**Congestion heat map**

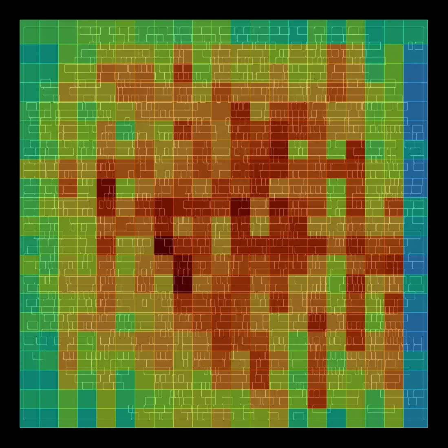
**Gate-type map**

Scale: 3 px per um.
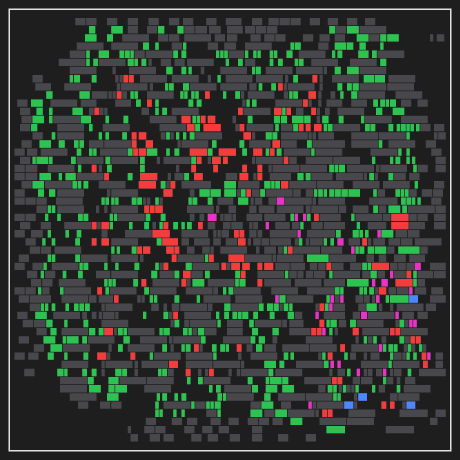
**Close-up of the layout**

Region (53, 83) to (93, 123) um. Cells in grey, sequential cells in the stronger grey; small squares are vias.
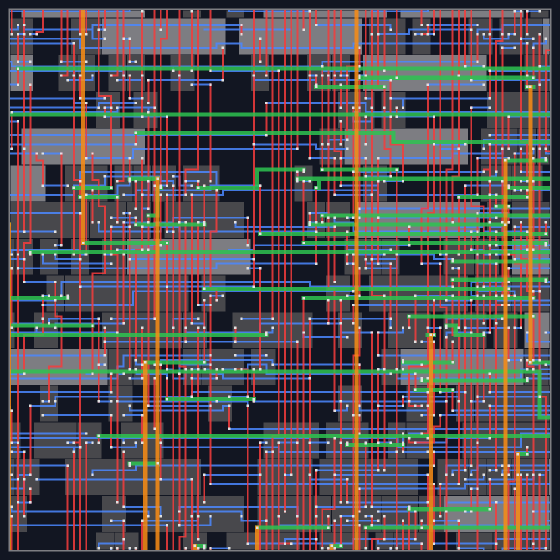
**Where the registers sit**

Scale: 3 px per um. Other sequential cells in the stronger grey, the rest of the logic in the fainter grey.
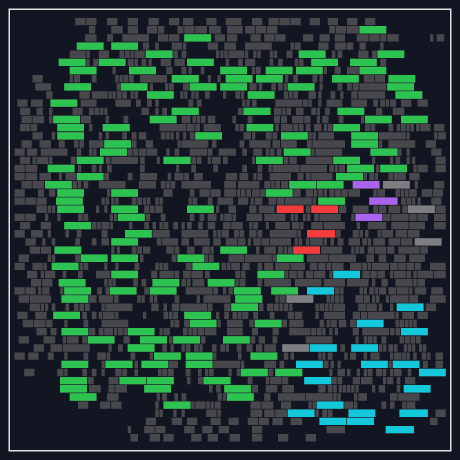
===== config.mk =====
export PLATFORM = sky130hd
export DESIGN_NAME = tm1638_frame_sequencer
export DESIGN_NICKNAME = d
export VERILOG_FILES = /design/src/rtl/tm1638_types_pkg.sv /design/src/rtl/tm1638_refresh_timer.sv /design/src/rtl/tm1638_frame_sequencer.sv
export SDC_FILE = /design/constraint.sdc
export NUM_CORES = 1
export LEC_CHECK = 0
export ABC_AREA = 1
export CAP_MARGIN = 20
export CELL_PAD_IN_SITES_DETAIL_PLACEMENT = 0
export CELL_PAD_IN_SITES_GLOBAL_PLACEMENT = 1
export CORE_UTILIZATION = 38
export DETAILED_ROUTE_END_ITERATION = 8
export GPL_TIMING_DRIVEN = 0
export HOLD_SLACK_MARGIN = 0.15
export PLACE_DENSITY = 0.81
export RECOVER_POWER = 50
export SETUP_SLACK_MARGIN = 0.1
export SYNTH_ARGS = -nofsm -noshare
export SYNTH_HDL_FRONTEND = slang
export SYNTH_SLANG_ARGS = --single-unit

===== constraint.sdc =====
create_clock -name clk -period 1.9 [get_ports clk]
set_input_delay 0.38 -clock clk [delete_from_list [all_inputs] [get_ports clk]]
set_output_delay 0.38 -clock clk [all_outputs]
set_load 0.05 [all_outputs]

===== src/rtl/tm1638_types_pkg.sv =====
// Shared TM1638 types: command builders, display enums and the frame sequencer state.
// A command word is {1'b0, has_data, data[7:0], command_byte[7:0]}.
package tm1638_types;

   typedef logic [17:0] command_t;
   typedef logic [7:0]  data_t;
   typedef logic [2:0]  brightness_t;

   typedef enum logic { SHOW_OFF = 1'b0, SHOW_ON = 1'b1 } show_t;
   typedef enum logic { ADDR_MODE_AUTO = 1'b0, ADDR_MODE_FIXED = 1'b1 } addr_mode_t;
   typedef enum logic { DATA_MODE_NORMAL = 1'b0, DATA_MODE_TEST = 1'b1 } data_mode_t;

   // Display register index: grid in the upper bits, segment half in bit 0.
   typedef struct packed {
      logic [2:0] grid;
      logic       segment;
   } register_t;

   typedef enum logic [2:0] {
      SEQ_IDLE,
      SEQ_DATA_CMD,
      SEQ_ADDR,
      SEQ_CTRL,
      SEQ_DONE
   } tm1638_seq_state_t;

   localparam int unsigned NUM_REGS = 16;
   localparam logic [7:0]  CMD_DATA = 8'h40;
   localparam logic [7:0]  CMD_CTRL = 8'h80;
   localparam logic [7:0]  CMD_ADDR = 8'hC0;

   function automatic command_t make_write_data_command(input addr_mode_t am, input data_mode_t dm);
      return {10'd0, CMD_DATA | {4'b0000, dm, am, 2'b00}};
   endfunction

   function automatic command_t make_addr_command_and_data(input logic [2:0] grid, input data_t data,
                                                           input logic segment);
      return {1'b0, 1'b1, data, CMD_ADDR | {4'b0000, grid, segment}};
   endfunction

   function automatic command_t make_control_command(input show_t show, input brightness_t brightness);
      return {10'd0, CMD_CTRL | {4'b0000, show, brightness}};
   endfunction

endpackage


===== src/rtl/tm1638_refresh_timer.sv =====
// Idle-time refresh counter: held at zero by clear, ticks on its last count.
module tm1638_refresh_timer #(
   parameter int unsigned REFRESH_CYCLES = 1_000_000
) (
   input  logic clk,
   input  logic rst_n,
   input  logic clear,
   output logic tick
);

   localparam int unsigned CNT_W = $clog2((REFRESH_CYCLES > 1) ? REFRESH_CYCLES : 2);
   localparam logic [CNT_W-1:0] LAST = CNT_W'((REFRESH_CYCLES > 0) ? REFRESH_CYCLES - 1 : 0);

   logic [CNT_W-1:0] count_q, count_d;

   always_comb begin
      count_d = count_q + CNT_W'(1);
      if (clear || (count_q == LAST)) begin
         count_d = '0;
      end
   end

   always_ff @(posedge clk or negedge rst_n) begin
      if (!rst_n) begin
         count_q <= '0;
      end else begin
         count_q <= count_d;
      end
   end

   // A zero period disables auto-refresh entirely.
   assign tick = (REFRESH_CYCLES != 0) && !clear && (count_q == LAST);

endmodule


===== src/rtl/tm1638_frame_sequencer.sv =====
// Emits one TM1638 frame (data command, 16 address/data writes, control) per trigger
// over a valid/ready command stream, with update coalescing and periodic refresh.
module tm1638_frame_sequencer
   import tm1638_types::*;
#(
   parameter int unsigned REFRESH_CYCLES = 1_000_000
) (
   input  logic               clk,
   input  logic               rst_n,
   input  logic               update,
   input  data_t [15:0]       regs,
   input  brightness_t        brightness,
   input  show_t              show,
   output command_t           cmd,
   output logic               cmd_valid,
   input  logic               cmd_ready,
   output logic               busy,
   output logic               frame_done
);

   tm1638_seq_state_t state_q, state_d;
   logic [3:0]        idx_q, idx_d;
   logic              pending_q, pending_d;
   data_t [15:0]      regs_q, regs_d;
   brightness_t       bright_q, bright_d;
   show_t             show_q, show_d;
   logic              snap;
   logic              refresh_tick;
   register_t         reg_sel;

   tm1638_refresh_timer #(
      .REFRESH_CYCLES(REFRESH_CYCLES)
   ) u_refresh (
      .clk  (clk),
      .rst_n(rst_n),
      .clear(state_q != SEQ_IDLE),
      .tick (refresh_tick)
   );

   assign reg_sel = register_t'(idx_q);

   always_comb begin
      state_d    = state_q;
      idx_d      = idx_q;
      pending_d  = pending_q;
      regs_d     = regs_q;
      bright_d   = bright_q;
      show_d     = show_q;
      snap       = 1'b0;
      cmd        = '0;
      cmd_valid  = 1'b0;
      busy       = 1'b1;
      frame_done = 1'b0;

      case (state_q)
         SEQ_IDLE: begin
            busy = 1'b0;
            if (update || refresh_tick) begin
               state_d = SEQ_DATA_CMD;
               snap    = 1'b1;
            end
         end
         SEQ_DATA_CMD: begin
            cmd_valid = 1'b1;
            cmd       = make_write_data_command(ADDR_MODE_FIXED, DATA_MODE_NORMAL);
            if (cmd_ready) begin
               state_d = SEQ_ADDR;
               idx_d   = '0;
            end
         end
         SEQ_ADDR: begin
            cmd_valid = 1'b1;
            cmd       = make_addr_command_and_data(reg_sel.grid, regs_q[idx_q], reg_sel.segment);
            if (cmd_ready) begin
               if (idx_q == 4'(NUM_REGS - 1)) begin
                  state_d = SEQ_CTRL;
                  idx_d   = '0;
               end else begin
                  idx_d = idx_q + 4'd1;
               end
            end
         end
         SEQ_CTRL: begin
            cmd_valid = 1'b1;
            cmd       = make_control_command(show_q, bright_q);
            if (cmd_ready) begin
               state_d = SEQ_DONE;
            end
         end
         SEQ_DONE: begin
            frame_done = 1'b1;
            // Back-to-back restart when an update arrived during the frame.
            if (pending_q || update) begin
               pending_d = 1'b0;
               state_d   = SEQ_DATA_CMD;
               snap      = 1'b1;
            end else begin
               state_d = SEQ_IDLE;
            end
         end
         default: begin
            state_d = SEQ_IDLE;
         end
      endcase

      if (update && (state_q inside {SEQ_DATA_CMD, SEQ_ADDR, SEQ_CTRL})) begin
         pending_d = 1'b1;
      end

      if (snap) begin
         regs_d   = regs;
         bright_d = brightness;
         show_d   = show;
      end
   end

   always_ff @(posedge clk or negedge rst_n) begin
      if (!rst_n) begin
         state_q   <= SEQ_IDLE;
         idx_q     <= '0;
         pending_q <= 1'b0;
         regs_q    <= '0;
         bright_q  <= '0;
         show_q    <= SHOW_OFF;
      end else begin
         state_q   <= state_d;
         idx_q     <= idx_d;
         pending_q <= pending_d;
         regs_q    <= regs_d;
         bright_q  <= bright_d;
         show_q    <= show_d;
      end
   end

endmodule


==> Implementation_results.wiki <==
=== Physical design figures ===
{| class="wikitable"
! Metric !! Value
|-
| Run status || finished, violations left
|-
| Violations in the final reports || negative setup slack
|-
| Sum of routed wire segments on met1 || 12600 um
|-
| Cell depth of the worst min-delay path || 3
|-
| Destination of the worst register-to-register timing path || regs_q[51]
|-
| Library cell with the highest instance count after synthesis || sky130_fd_sc_hd__nand2_1
|-
| Portion of the layout cell area used by clock cells || 4.46%
|-
| Highest-utilization routing layer at the global route stage || met2
|-
| Portion of the post-synthesis area used by sequential elements || around 50%
|-
| Clk latency late pin || 430 ps
|-
| Setup crit end || cmd[10]
|-
| Shortest period the worst path allows || around 2600 ps
|-
| Worst R2R Start || state_q[1]
|-
| Type of element launching the critical path || flip-flop
|-
| Top cells, area || sky130_fd_sc_hd__dfrtp_1 50%, sky130_fd_sc_hd__nand2_1 15%, sky130_fd_sc_hd__nand3_1 11%
|-
| Syn Area/Cell || about 7.7 um2
|-
| Number of clock sinks || approximately 160
|-
| Routability congestion estimate || roughly 0.87
|-
| Final-layout clock buffer total || 23
|-
| First element of the critical path || idx_q[0]
|-
| Share of final-layout standard cells stronger than drive strength 1 || around 29%
|-
| Area of the core || 0.0204 mm2
|-
| Number of combinational gates with multiple inputs || 775
|-
| Post-detailed-placement half-perimeter wirelength || 19400 um
|-
| Complex Gates by Area || under 10%
|-
| Starting density of the core || 39.1%
|-
| Number of clock buffers inserted by TritonCTS || 17
|-
| Number of antenna diodes || 0
|-
| Post-synth top cells || 318 x sky130_fd_sc_hd__nand2_1, 169 x sky130_fd_sc_hd__nand3_1, 160 x sky130_fd_sc_hd__dfrtp_1
|-
| Number of flops mapped to enable cells by yosys || 0
|-
| Hold Worst Slack || a little under 500 ps
|-
| Flop2flop setup slack || -160 ps
|-
| Width of the chip || approximately 150 um
|-
| Pins Over Slew Limit || 0
|-
| Antenna violation net count after detailed routing || 0
|-
| Dominant kind of combinational cell || simple AND/OR/NAND/NOR gates
|-
| Fraction of power consumed by combinational cells || between 50% and 60%
|-
| CTS tree || yes
|-
| Routed vias/inst || 5.26
|-
| Relative contribution of sequential cells to total power || 29.7%
|-
| Top Registers || regs_q: 128 flops, u_refresh.count_q: 20 flops, idx_q: 4 flops
|-
| Max Buffers Root-to-Sink || 2
|-
| Post-synth design cell area || 0.00795 mm2
|-
| Worst hold path startpoint || regs[85]
|-
| Per-cell routed wire length || roughly 19 um
|-
| Wirelength, routed || a little under 30000 um
|-
| Number of OpenROAD warnings || 29
|-
| DRC Markers || 0
|-
| Post-synthesis instance total || between 1k and 1.5k
|-
| Fraction of synthesized cell area in xor and xnor cells || less than 1%
|-
| Cell taking the most area after synthesis || sky130_fd_sc_hd__dfrtp_1
|-
| DRC violation total after the first TritonRoute iteration || about 760
|-
| Comb area || 0.00426 mm2
|-
| First-pass GRT wire length || about 43000 um
|-
| Async SR Flop Fraction || 100%
|-
| Int Pwr || 0.0116 W
|-
| Synth-to-Final Area Change || 60.0%
|-
| H-Tree Level Count || 4
|-
| Post-CTS Setup Repair Bufs || 29
|-
| Row cnt || ~52
|-
| Non-clock buffer count in the final layout || 305
|-
| Fmax || ~0.38 GHz
|-
| Power of the clock network || 0.00337 W
|-
| Clk network pwr share || ~17%
|-
| Switching share of power || about two fifths
|-
| Combinational gate power || roughly 0.011 W
|-
| Ports placed on the boundary || approximately 160
|-
| Largest net degree at the start of global routing || around 94
|-
| Max-capacitance violation count || 0
|-
| Well Taps || 270
|-
| Power density over the cells || about 1600 mW/mm2
|-
| Worst setup timing slack at the placement stage || -1320 ps
|-
| Flip-flop and latch count after synthesis || between 150 and 200
|-
| Count of warnings emitted by yosys || 0
|-
| Iteration tally of the first detailed-router pass || 5
|-
| Met2 track utilization from global routing || between 40% and 50%
|-
| Data arrival time of the critical path || roughly 2200 ps
|-
| Number of flip-flops in the largest register || 128
|-
| Synth Flop Type || sky130_fd_sc_hd__dfrtp_1
|-
| Main power group || combinational logic
|-
| Max layer used || met4
|-
| Area fraction in and, or, nand and nor cells after synthesis || approximately a third
|-
| Vertical die dimension || 147 um
|-
| Met3 Track Usage GR || 6.09%
|-
| CP required || approximately 1500 ps
|-
| Post-CTS sizing || around 220
|-
| Met2 routed wirelength || 14000 um
|-
| Cells in synth_stat.txt || around 1.0k
|-
| Vias in the first global route || between 7k and 8k
|-
| Unique masters post-synth || 29
|-
| Headroom to the max-slew limit || ~34%
|-
| Non-CTS inverters || 32
|-
| Number of hold-slack violations in the final timing report || 0
|-
| Met3 routed wirelength || about 2100 um
|-
| Crit path capture type || primary output
|-
| Leakage component of the power || approximately 6 nW
|-
| Dominant kind of cell by area || combinational gates
|-
| TNS Setup || -15920 ps
|-
| Commonest cells after routing, fill and taps aside || 215 x sky130_fd_sc_hd__nand2_1, 156 x sky130_fd_sc_hd__dfrtp_1, 153 x sky130_fd_sc_hd__nand3_1
|-
| Via total after detailed routing || ~8.3k
|-
| Share of the cycle needed by the critical path after routing || 137%
|-
| Total of buffers placed on input and output ports || around 150
|-
| Antenna violations before repair || 0
|-
| Clock root buffer || sky130_fd_sc_hd__clkbuf_16
|-
| Worst Path Max Fanout || 7
|-
| Setup repair after global routing missed its margin || yes
|-
| Dominant cell area share || 50.3%
|-
| Nets@finish || between 1k and 1.5k
|-
| Total setup violations reported at the end of the flow || 148
|-
| Number of buffers inserted for hold repair after clock tree synthesis || 1
|-
| Most flops, register || regs_q
|-
| Hold-critical path endpoint || regs_q[85]
|-
| Fill cells || between 1.5k and 2k
|-
| Worst hold path type || input pin to flip-flop
|-
| Count of cells along the worst register-to-register path || 16
|-
| Post-synthesis share of cell area spent on full adders, half adders and majority gates || 0.315%
|-
| Least-Margin Pin Slew || between 900 and 1000 ps
|-
| Kind of critical path || flip-flop to primary output
|-
| Total cell area reported by yosys after synthesis || between 0.007 and 0.008 mm2
|-
| Clock-pin slew on the worst setup and hold paths || 60 ps
|-
| Non-clock buffer share of cell area || 26.8%
|-
| Area of the chip || 0.0215 mm2
|-
| Worst clock skew || around 7.1 ps
|-
| Num sequential || ~160
|-
| Share of cell area taken by muxes after synthesis || 0%
|-
| Total global routing overflow || 0
|-
| Maximum ir drop on the vdd rail || ~690 uV
|-
| Final setup margin || -712 ps
|}
About 'congestion heat map':
utilization after layout: 62.5%
met1 Resource Use GR: 36.0%
GRT Total Usage: 26.4%

About 'gate-type map':
- red: aoi and oai cells (cells 126; most used o21ai_0)
- magenta: inv cells (cells 32; most used inv_1)
- green: nand cells (cells 493; most used nand2_1; where spread over the die)
- blue: xor and xnor cells (cells 4; most used xor2_1; where lower right)
logic gate fraction of the total cell area: 33.5%
Post-Layout Cell Count: 1573
most common cell after layout, fill and taps aside: sky130_fd_sc_hd__nand2_1

About 'close-up of the layout':
- green: M3
- orange: M4
- blue: M1
- red: M2
- sequential cells in the window: 10
- most frequent: nand3_1 (21), o21ai_0 (17)
- netlist names of flops here include: `regs_q` (10)
- cells with their middle in the window: 117

About 'where the registers sit':
- green: `regs_q` (sequential cells 128; where spread over the die)
- purple: `state_q` (sequential cells 3)
- cyan: `u_refresh.count_q` (sequential cells 20; where lower right)
- red: `idx_q` (sequential cells 4)
- not coloured: 5
Sequential Power: 0.00591 W
combined flip-flop and latch cell area: 0.00401 mm2
flip-flop and latch share of the layout cell area: 31.5%

-- stage by stage --
step                instance area (um2)  cells  power, W
floorplan                          8210   1040    0.0105
global placement                  10100   1463    0.0130
detailed placement                10100   1464    0.0131
CTS                               11300   1527    0.0175
global route                      12700   1573    0.0210
finish                            12700   1573    0.0199
-- critical path, stage by stage, from the launching register on --
cell and delay, ps:
sky130_fd_sc_hd__dfrtp_1 430, sky130_fd_sc_hd__inv_2 120, sky130_fd_sc_hd__buf_8 150, sky130_fd_sc_hd__clkbuf_16 160, sky130_fd_sc_hd__nor2_2 30, sky130_fd_sc_hd__o211ai_1 370, sky130_fd_sc_hd__nand3_1 190, sky130_fd_sc_hd__a21oi_4 170
sky130_fd_sc_hd__buf_6 170
Power and IR drop assume default switching activity.
